## src/rtl/spi_reg_if.sv

```systemverilog
// spi_reg_if: APB register front-end for an SPI shift core (CR1/CR2/BR/SR/DR),
// transfer load FSM and interrupt. Optional build macro: SPI_OVERRUN_EN (overrun flag).
`timescale 1ns/1ps
module spi_reg_if (
  input  logic       clk_in,
  input  logic       rstn_in,
  input  logic       psel_in,
  input  logic       penable_in,
  input  logic       pwrite_in,
  input  logic [2:0] paddr_in,
  input  logic [7:0] pwdata_in,
  output logic [7:0] prdata_out,
  output logic       pready_out,
  output logic [7:0] spi_cr1_out,
  output logic [7:0] spi_dr_out,
  output logic       bidiroe_out,
  output logic       spc0_out,
  output logic       spie_out,
  output logic       sptie_out,
  output logic       errie_out,
  output logic [2:0] sppr_out,
  output logic [2:0] spr_out,
  input  logic       finished_in,
  input  logic [7:0] shift_in,
  input  logic       mode_fault_in,
  output logic       start_out,
  output logic       busy_out,
  output logic       irq_out
);

  localparam logic [2:0] ADDR_CR1 = 3'd0;
  localparam logic [2:0] ADDR_CR2 = 3'd1;
  localparam logic [2:0] ADDR_BR  = 3'd2;
  localparam logic [2:0] ADDR_SR  = 3'd3;
  localparam logic [2:0] ADDR_DR  = 3'd5;

  localparam int unsigned SPE_BIT    = 6;
  localparam int unsigned MTSR_BIT   = 5;
  localparam int unsigned MODFEN_BIT = 1;

  localparam logic [7:0] CR2_MASK  = 8'hB3;
  localparam logic [7:0] BR_MASK   = 8'h77;
  localparam logic [7:0] CR1_RESET = 8'h04;

  typedef enum logic [1:0] {
    IDLE,
    LOAD,
    BUSY
  } state_e;

  state_e     state_q;
  logic       start_q;
  logic       busy_q;
  logic [7:0] dr_q;

  logic [7:0] cr1_q, cr1_d;
  logic [7:0] cr2_q, cr2_d;
  logic [7:0] br_q, br_d;
  logic [7:0] rx_q, rx_d;
  logic [7:0] tx_q, tx_d;
  logic       tx_pend_q, tx_pend_d;
  logic       spif_q, spif_d;
  logic       ovr_q, ovr_d;
  logic       sptef_q, sptef_d;
  logic       modf_q, modf_d;
  logic       spif_arm_q, spif_arm_d;
  logic       modf_arm_q, modf_arm_d;
  logic       fin_q, fin_d;
  logic       mf_q, mf_d;
  logic       irq_q, irq_d;

  logic       wr_en, rd_en;
  logic       wr_cr1, wr_cr2, wr_br, wr_dr;
  logic       rd_sr, rd_dr;
  logic       fin_rise, mf_rise;
  logic       abort, done;
  logic [7:0] sr_val;

  assign wr_en    = psel_in & penable_in & pwrite_in;
  assign rd_en    = psel_in & penable_in & ~pwrite_in;
  assign wr_cr1   = wr_en & (paddr_in == ADDR_CR1);
  assign wr_cr2   = wr_en & (paddr_in == ADDR_CR2);
  assign wr_br    = wr_en & (paddr_in == ADDR_BR);
  assign wr_dr    = wr_en & (paddr_in == ADDR_DR);
  assign rd_sr    = rd_en & (paddr_in == ADDR_SR);
  assign rd_dr    = rd_en & (paddr_in == ADDR_DR);

  assign fin_rise = finished_in & ~fin_q;
  assign mf_rise  = mode_fault_in & ~mf_q;

  // Disabling SPE kills the transfer outright; a completion racing the abort is dropped.
  assign abort    = wr_cr1 & ~pwdata_in[SPE_BIT];
  assign done     = fin_rise & (state_q == BUSY) & ~abort;

  assign sr_val   = {spif_q, ovr_q, sptef_q, modf_q, 4'b0000};

  always_comb begin
    prdata_out = '0;
    case (paddr_in)
      ADDR_CR1: prdata_out = cr1_q;
      ADDR_CR2: prdata_out = cr2_q;
      ADDR_BR:  prdata_out = br_q;
      ADDR_SR:  prdata_out = sr_val;
      ADDR_DR:  prdata_out = rx_q;
      default:  prdata_out = '0;
    endcase
  end

  always_comb begin
    cr1_d      = cr1_q;
    cr2_d      = cr2_q;
    br_d       = br_q;
    rx_d       = rx_q;
    tx_d       = tx_q;
    tx_pend_d  = tx_pend_q;
    spif_d     = spif_q;
    ovr_d      = ovr_q;
    sptef_d    = sptef_q;
    modf_d     = modf_q;
    spif_arm_d = spif_arm_q;
    modf_arm_d = modf_arm_q;
    fin_d      = finished_in;
    mf_d       = mode_fault_in;

    if (wr_cr1) begin
      cr1_d = pwdata_in;
      if (modf_arm_q) begin
        modf_d     = 1'b0;
        modf_arm_d = 1'b0;
      end
    end
    if (abort) begin
      tx_pend_d = 1'b0;
      sptef_d   = 1'b1;
    end
    if (wr_cr2) cr2_d = pwdata_in & CR2_MASK;
    if (wr_br)  br_d  = pwdata_in & BR_MASK;

    if (wr_dr && sptef_q) begin
      tx_d      = pwdata_in;
      tx_pend_d = 1'b1;
      sptef_d   = 1'b0;
    end
    if (state_q == LOAD) begin
      tx_pend_d = 1'b0;
      sptef_d   = 1'b1;
    end

    if (rd_sr && spif_q) spif_arm_d = 1'b1;
    if (rd_sr && modf_q) modf_arm_d = 1'b1;
    if (rd_dr && spif_arm_q) begin
      spif_d     = 1'b0;
      ovr_d      = 1'b0;
      spif_arm_d = 1'b0;
    end

    // Set paths come last so a same-cycle set beats the clear (the arm stays dropped).
    if (done) begin
`ifdef SPI_OVERRUN_EN
      if (spif_q) ovr_d = 1'b1;
      else        rx_d  = shift_in;
`else
      rx_d = shift_in;
`endif
      spif_d = 1'b1;
    end
    if (mf_rise && cr1_q[MODFEN_BIT]) begin
      modf_d           = 1'b1;
      cr1_d[SPE_BIT]   = 1'b0;
      cr1_d[MTSR_BIT]  = 1'b0;
    end
  end

  assign irq_d = (cr2_q[7] & spif_q) | (cr2_q[5] & sptef_q) | (cr2_q[4] & (modf_q | ovr_q));

  always_ff @(posedge clk_in or negedge rstn_in) begin
    if (!rstn_in) begin
      cr1_q      <= CR1_RESET;
      cr2_q      <= '0;
      br_q       <= '0;
      rx_q       <= '0;
      tx_q       <= '0;
      tx_pend_q  <= 1'b0;
      spif_q     <= 1'b0;
      ovr_q      <= 1'b0;
      sptef_q    <= 1'b1;
      modf_q     <= 1'b0;
      spif_arm_q <= 1'b0;
      modf_arm_q <= 1'b0;
      fin_q      <= 1'b0;
      mf_q       <= 1'b0;
      irq_q      <= 1'b0;
    end else begin
      cr1_q      <= cr1_d;
      cr2_q      <= cr2_d;
      br_q       <= br_d;
      rx_q       <= rx_d;
      tx_q       <= tx_d;
      tx_pend_q  <= tx_pend_d;
      spif_q     <= spif_d;
      ovr_q      <= ovr_d;
      sptef_q    <= sptef_d;
      modf_q     <= modf_d;
      spif_arm_q <= spif_arm_d;
      modf_arm_q <= modf_arm_d;
      fin_q      <= fin_d;
      mf_q       <= mf_d;
      irq_q      <= irq_d;
    end
  end

  always_ff @(posedge clk_in or negedge rstn_in) begin
    if (!rstn_in) begin
      state_q <= IDLE;
      start_q <= 1'b0;
      busy_q  <= 1'b0;
      dr_q    <= '0;
    end else if (abort) begin
      state_q <= IDLE;
      start_q <= 1'b0;
      busy_q  <= 1'b0;
    end else begin
      case (state_q)
        IDLE: begin
          if (tx_pend_q && cr1_q[SPE_BIT]) begin
            state_q <= LOAD;
            start_q <= 1'b1;
            busy_q  <= 1'b1;
            dr_q    <= tx_q;
          end else begin
            start_q <= 1'b0;
            busy_q  <= 1'b0;
          end
        end
        LOAD: begin
          state_q <= BUSY;
          start_q <= 1'b0;
          busy_q  <= 1'b1;
        end
        BUSY: begin
          start_q <= 1'b0;
          if (fin_rise) begin
            state_q <= IDLE;
            busy_q  <= 1'b0;
          end
        end
        default: begin
          state_q <= IDLE;
          start_q <= 1'b0;
          busy_q  <= 1'b0;
        end
      endcase
    end
  end

  assign pready_out  = 1'b1;
  assign spi_cr1_out = cr1_q;
  assign spi_dr_out  = dr_q;
  assign spie_out    = cr2_q[7];
  assign sptie_out   = cr2_q[5];
  assign errie_out   = cr2_q[4];
  assign bidiroe_out = cr2_q[1];
  assign spc0_out    = cr2_q[0];
  assign sppr_out    = br_q[6:4];
  assign spr_out     = br_q[2:0];
  assign start_out   = start_q;
  assign busy_out    = busy_q;
  assign irq_out     = irq_q;

endmodule

```

## config.mk

```make
export PLATFORM = sky130hd
export DESIGN_NAME = spi_reg_if
export DESIGN_NICKNAME = d
export VERILOG_FILES = /design/src/rtl/spi_reg_if.sv
export SDC_FILE = /design/constraint.sdc
export NUM_CORES = 1
export LEC_CHECK = 0
export CAP_MARGIN = 0
export CORE_ASPECT_RATIO = 0.6
export CORE_UTILIZATION = 40
export CTS_BUF_LIST = sky130_fd_sc_hd__clkbuf_16
export DETAILED_ROUTE_END_ITERATION = 6
export PLACE_DENSITY = 0.72
export SLEW_MARGIN = 30
export SYNTH_ARGS = -nofsm -noshare
export SYNTH_HDL_FRONTEND = slang
export SYNTH_SLANG_ARGS = --single-unit
```

## constraint.sdc

```tcl
create_clock -name clk_in -period 2.4 [get_ports clk_in]
set_clock_uncertainty 0.2 [all_clocks]
set_input_delay 0.72 -clock clk_in [delete_from_list [all_inputs] [get_ports clk_in]]
set_output_delay 0.72 -clock clk_in [all_outputs]
set_load 0.01 [all_outputs]
```

### Placed cells, one colour a class, run 1

(6 px per µm)
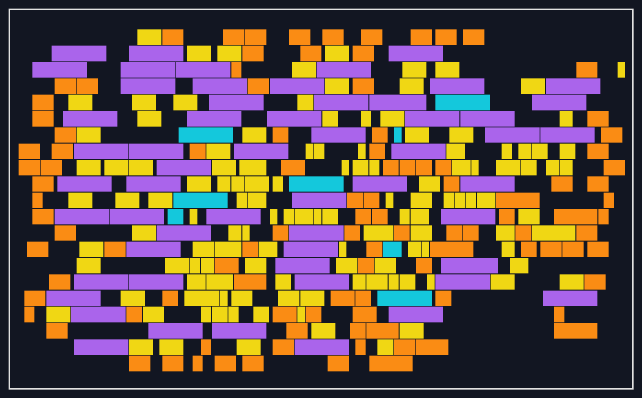
[purple] flip-flops | cells: 56
[orange] other buffers and delay cells | cells: 104
[yellow] all other logic | cells: 125
[cyan] clock drivers and dummy loads | cells: 8
Core Area: 5780 µm²
Design Area, Final: 3720 µm²
sequential cell area share: 0.377
row count: 21
Core Util, Final: 0.644

### M3 wires, run 1

(4 px per µm) Cells faint in the background.
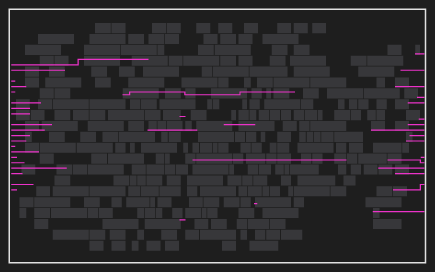
wire length on this layer: 331 µm
nets with wire on the layer: 39
share of all routed wire: 5.3%
main direction: horizontal
longest straight run: 38.2 µm
routed vias: 1,883
GR Util met3: 0.0615

==> flow_summary.toml, run 1 <==
# implementation run metrics
[timing]
whs_ns = 0.202
finalCriticalPeriod_ns = 2.52
setup_viol = 4
worst_slack_ns = -0.125
slew_violations = 0
timing.fmax_mhz = 396
fin_tns_setup_ns = -0.360

[place]
dp.cells = 358
routabilityCongestion = 0.752
dp_hpwl_mm = 4.45
placed_area_um2 = 3480

[detailed_routing]
vias_per_cell = 5.05
wl_mm = 6.22
wl_met3_um = 331
drt_iter0_markers = 48
route.met2.wl_mm = 2.71
dr.pass1.iters = 4
drt-met1-wl_mm = 3.12
top_layer = "met4"

[clock_tree]
cts_buffers = 5
cts_resized = 74
path_clk_slew_ns = 0.07
clock_sinks = 56
htreeDepth = 2
cts_tree = "yes"
cts_root_buffer = "clkbuf_16"
cts_hold_buf = 0
clk_latency_ns = 0.29

[setup_path]
cp_data_required_time_ns = 1.48
crit_path_cell_trace = "buf_8, and3b_2, buf_6, a22oi_2, o21ai_2, buf_2"
slowest_stage = "and3b_2"
arrival_ns = 1.60
cp-startpoint = "paddr_in[0]"
crit_end = "prdata_out[0]"
timing.rr.end = "spi_dr_out[1]$_DFFE_PN0P_"
critical-path-top-delay-family = "buffers and inverters"
reg2reg_from = "state_q[0]$_DFFE_PN0P_"
endpoint_kind = "output port"
cp_max_fo = 6

[power]
pwr-share-comb = 0.315
power_frac_seq = 0.455
pwr_density_cell_nw_per_um2 = 837
pwr-share-clk = 0.230
irDropWorstVdd_uv = 411
comb-power_mw = 0.981
switching_share = 0.285
p_sw_mw = 0.887

[layout]
drive_above_1_share = 0.413
antenna_cells = 0
nonClkBufAreaFrac = 0.266
mi_logic_area_um2 = 1070
clock_cell_area_share = 0.0390
seq_cells = 56
clkbuf_count = 5
final_common_cell = "dfrtp_1"
final_cells = 373
area_growth_syn_to_layout_pct = 49.9
inverters = 4

[synth]
edf_count = 0
synth_xor_xnor_area_share = 0
yosysCellCount = 190
syn_inst = 190
yosysChipArea_um2 = 2480
fa_ha_area_frac = 0
yosysTopAreaCell = "dfrtp_1"
synth-main-ff-cell = "dfrtp_1"
syn_nets = 216
yosysTopAreaCellShare = 0.545
ys_top_cells_by_count = "dfrtp_1 (54), mux2_2 (43), o21ai_0 (9)"

[global_routing]
grt_use_met1 = 0.288
grtUsageMet2 = 0.308
grt_pass1_wl_mm = 10.2
track_usage = 0.205
antenna_found_initial = 0
busiest_layer = "met2"

[outcome]
violations = "setup timing"
status = "complete, but fails checks"

[hold_path]
holdCritPathClass = "primary input to asynchronous set/reset pin"

[floorplan]
fp_util = 0.429
pin_count = 65
nWellTaps = 80
die_width_um = 104

[job]
cap_violations = 0
### Drive-strength map, run 1

(4 px per µm)
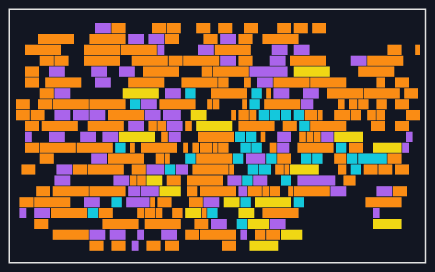
[cyan] drive 3 to 4 | cells: 34 | share: 12%
[purple] drive 2 | cells: 69 | share: 24%
[orange] drive 1 or less | cells: 172 | share: 59%
[yellow] drive 6 and up | cells: 18 | share: 6.1%
Non-clk bufs: 104
fin worst setup slack: -0.125 ns

### Sequential cells coloured by netlist name, run 1

(4 px per µm)
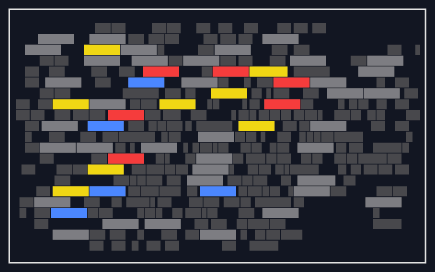
[yellow] spi_cr1_out | placed flops: 8
[blue] cr2_q | placed flops: 5
[red] br_q | placed flops: 6
not coloured: 37
Flop area: 1400 µm²
sequential power: 1.42 mW

==> run 1 -> run 2 <==
--- a/config.mk
+++ b/config.mk
@@ -11,7 +11,7 @@
 export CTS_BUF_LIST = sky130_fd_sc_hd__clkbuf_16
 export DETAILED_ROUTE_END_ITERATION = 6
 export PLACE_DENSITY = 0.72
-export SLEW_MARGIN = 30
+export SLEW_MARGIN = 20
 export SYNTH_ARGS = -nofsm -noshare
 export SYNTH_HDL_FRONTEND = slang
 export SYNTH_SLANG_ARGS = --single-unit
### Drive-strength map, run 2

(4 px per µm)
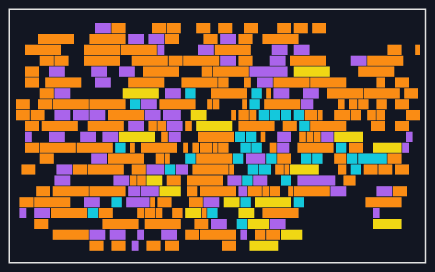
[yellow] drive 6 and up | cells: 18 | share: 6.1%
[purple] drive 2 | cells: 69 | share: 24%
[cyan] drive 3 to 4 | cells: 34 | share: 12%
[orange] drive 1 or less | cells: 172 | share: 59%
Synth-to-Final Area Change: 49.9%

### M3 wires, run 2

(4 px per µm) Cells faint in the background.
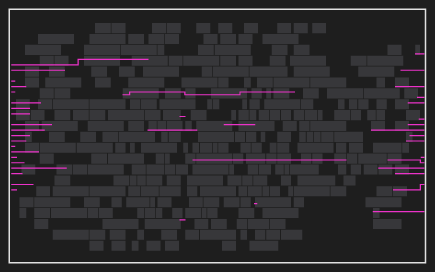
wire length on this layer: 331 µm
main direction: horizontal
drt total wl: 6.22 mm

==> run 2 against run 1 <==
  * The run still ends with setup timing left
  * Power unchanged
  * Largest cell class unchanged
  * Fmax is the same
  * Non-clock buffer count is the same
  * Final area unchanged
  * Combinational power hardly changed
  * Sequential share of layout area unchanged
  * Area after synthesis is the same
  * First-iteration DRC count unchanged
  * Largest power group unchanged
  * Register-to-register slack is essentially flat
==> flow_summary.toml, run 2 <==
# implementation run metrics
[synth]
synth-main-ff-cell = "dfrtp_1"
fa_ha_area_frac = 0
yosysTopAreaCell = "dfrtp_1"
yosysTopAreaCellShare = 0.545
ys_top_cells_by_count = "dfrtp_1 (54), mux2_2 (43), o21ai_0 (9)"
edf_count = 0
yosysCellCount = 190
syn_nets = 216

[power]
p_sw_mw = 0.887
power_frac_seq = 0.455
pwr_density_cell_nw_per_um2 = 837
pwr-share-comb = 0.315
irDropWorstVdd_uv = 411
p_seq_mw = 1.42
switching_share = 0.285
comb-power_mw = 0.981
pwr-share-clk = 0.230

[clock_tree]
cts_root_buffer = "clkbuf_16"
cts_resized = 74
cts_buffers = 5
clk_latency_ns = 0.29
cts_hold_buf = 0
path_clk_slew_ns = 0.07
clock_sinks = 56
htreeDepth = 2
cts_tree = "yes"

[layout]
mi_logic_area_um2 = 1070
num-nonclk-buffers = 104
clock_cell_area_share = 0.0390
sh_seq_area = 0.377
fin_area_um2 = 3720
inverters = 4
final_core_util = 0.644
largest_cell_class = "flip-flops and latches"
nonClkBufAreaFrac = 0.266
clkbuf_count = 5
antenna_cells = 0
final.fill_count = 444
drive_above_1_share = 0.413
seq_cells = 56
final_cells = 373

[timing]
whs_ns = 0.202
finalCriticalPeriod_ns = 2.52
setup_viol = 4
slew_violations = 0
timing.fmax_mhz = 396
worst_slack_ns = -0.125
fin_tns_setup_ns = -0.360

[setup_path]
path_depth = 6
cp_max_fo = 6
critical-path-top-delay-family = "buffers and inverters"
cp_data_required_time_ns = 1.48
arrival_ns = 1.60
reg2reg_from = "state_q[0]$_DFFE_PN0P_"
slowest_stage = "and3b_2"
crit_end = "prdata_out[0]"
cp-startpoint = "paddr_in[0]"
crit_path_cell_trace = "buf_8, and3b_2, buf_6, a22oi_2, o21ai_2, buf_2"
critPathBufInv = 3
timing.rr.end = "spi_dr_out[1]$_DFFE_PN0P_"
endpoint_kind = "output port"

[detailed_routing]
via_count = 1883
vias_per_cell = 5.05
drt_iter0_markers = 48
wl_met3_um = 331
route.met2.wl_mm = 2.71

[floorplan]
nWellTaps = 80
coreArea_um2 = 5780
die_width_um = 104
fp_util = 0.429
pin_count = 65

[place]
dp.cells = 358
dp_hpwl_mm = 4.45
routabilityCongestion = 0.752
placed_area_um2 = 3480

[global_routing]
busiest_layer = "met2"
antenna_found_initial = 0
grtUsageMet2 = 0.308
grt_pass1_wl_mm = 10.2
grt_use_met1 = 0.288
track_usage = 0.205
gr-usage-met3 = 0.0615

[job]
cap_violations = 0

[outcome]
status = "complete, but fails checks"
violations = "setup timing"

[hold_path]
holdCritPathClass = "primary input to asynchronous set/reset pin"
Power and IR drop assume default switching activity.
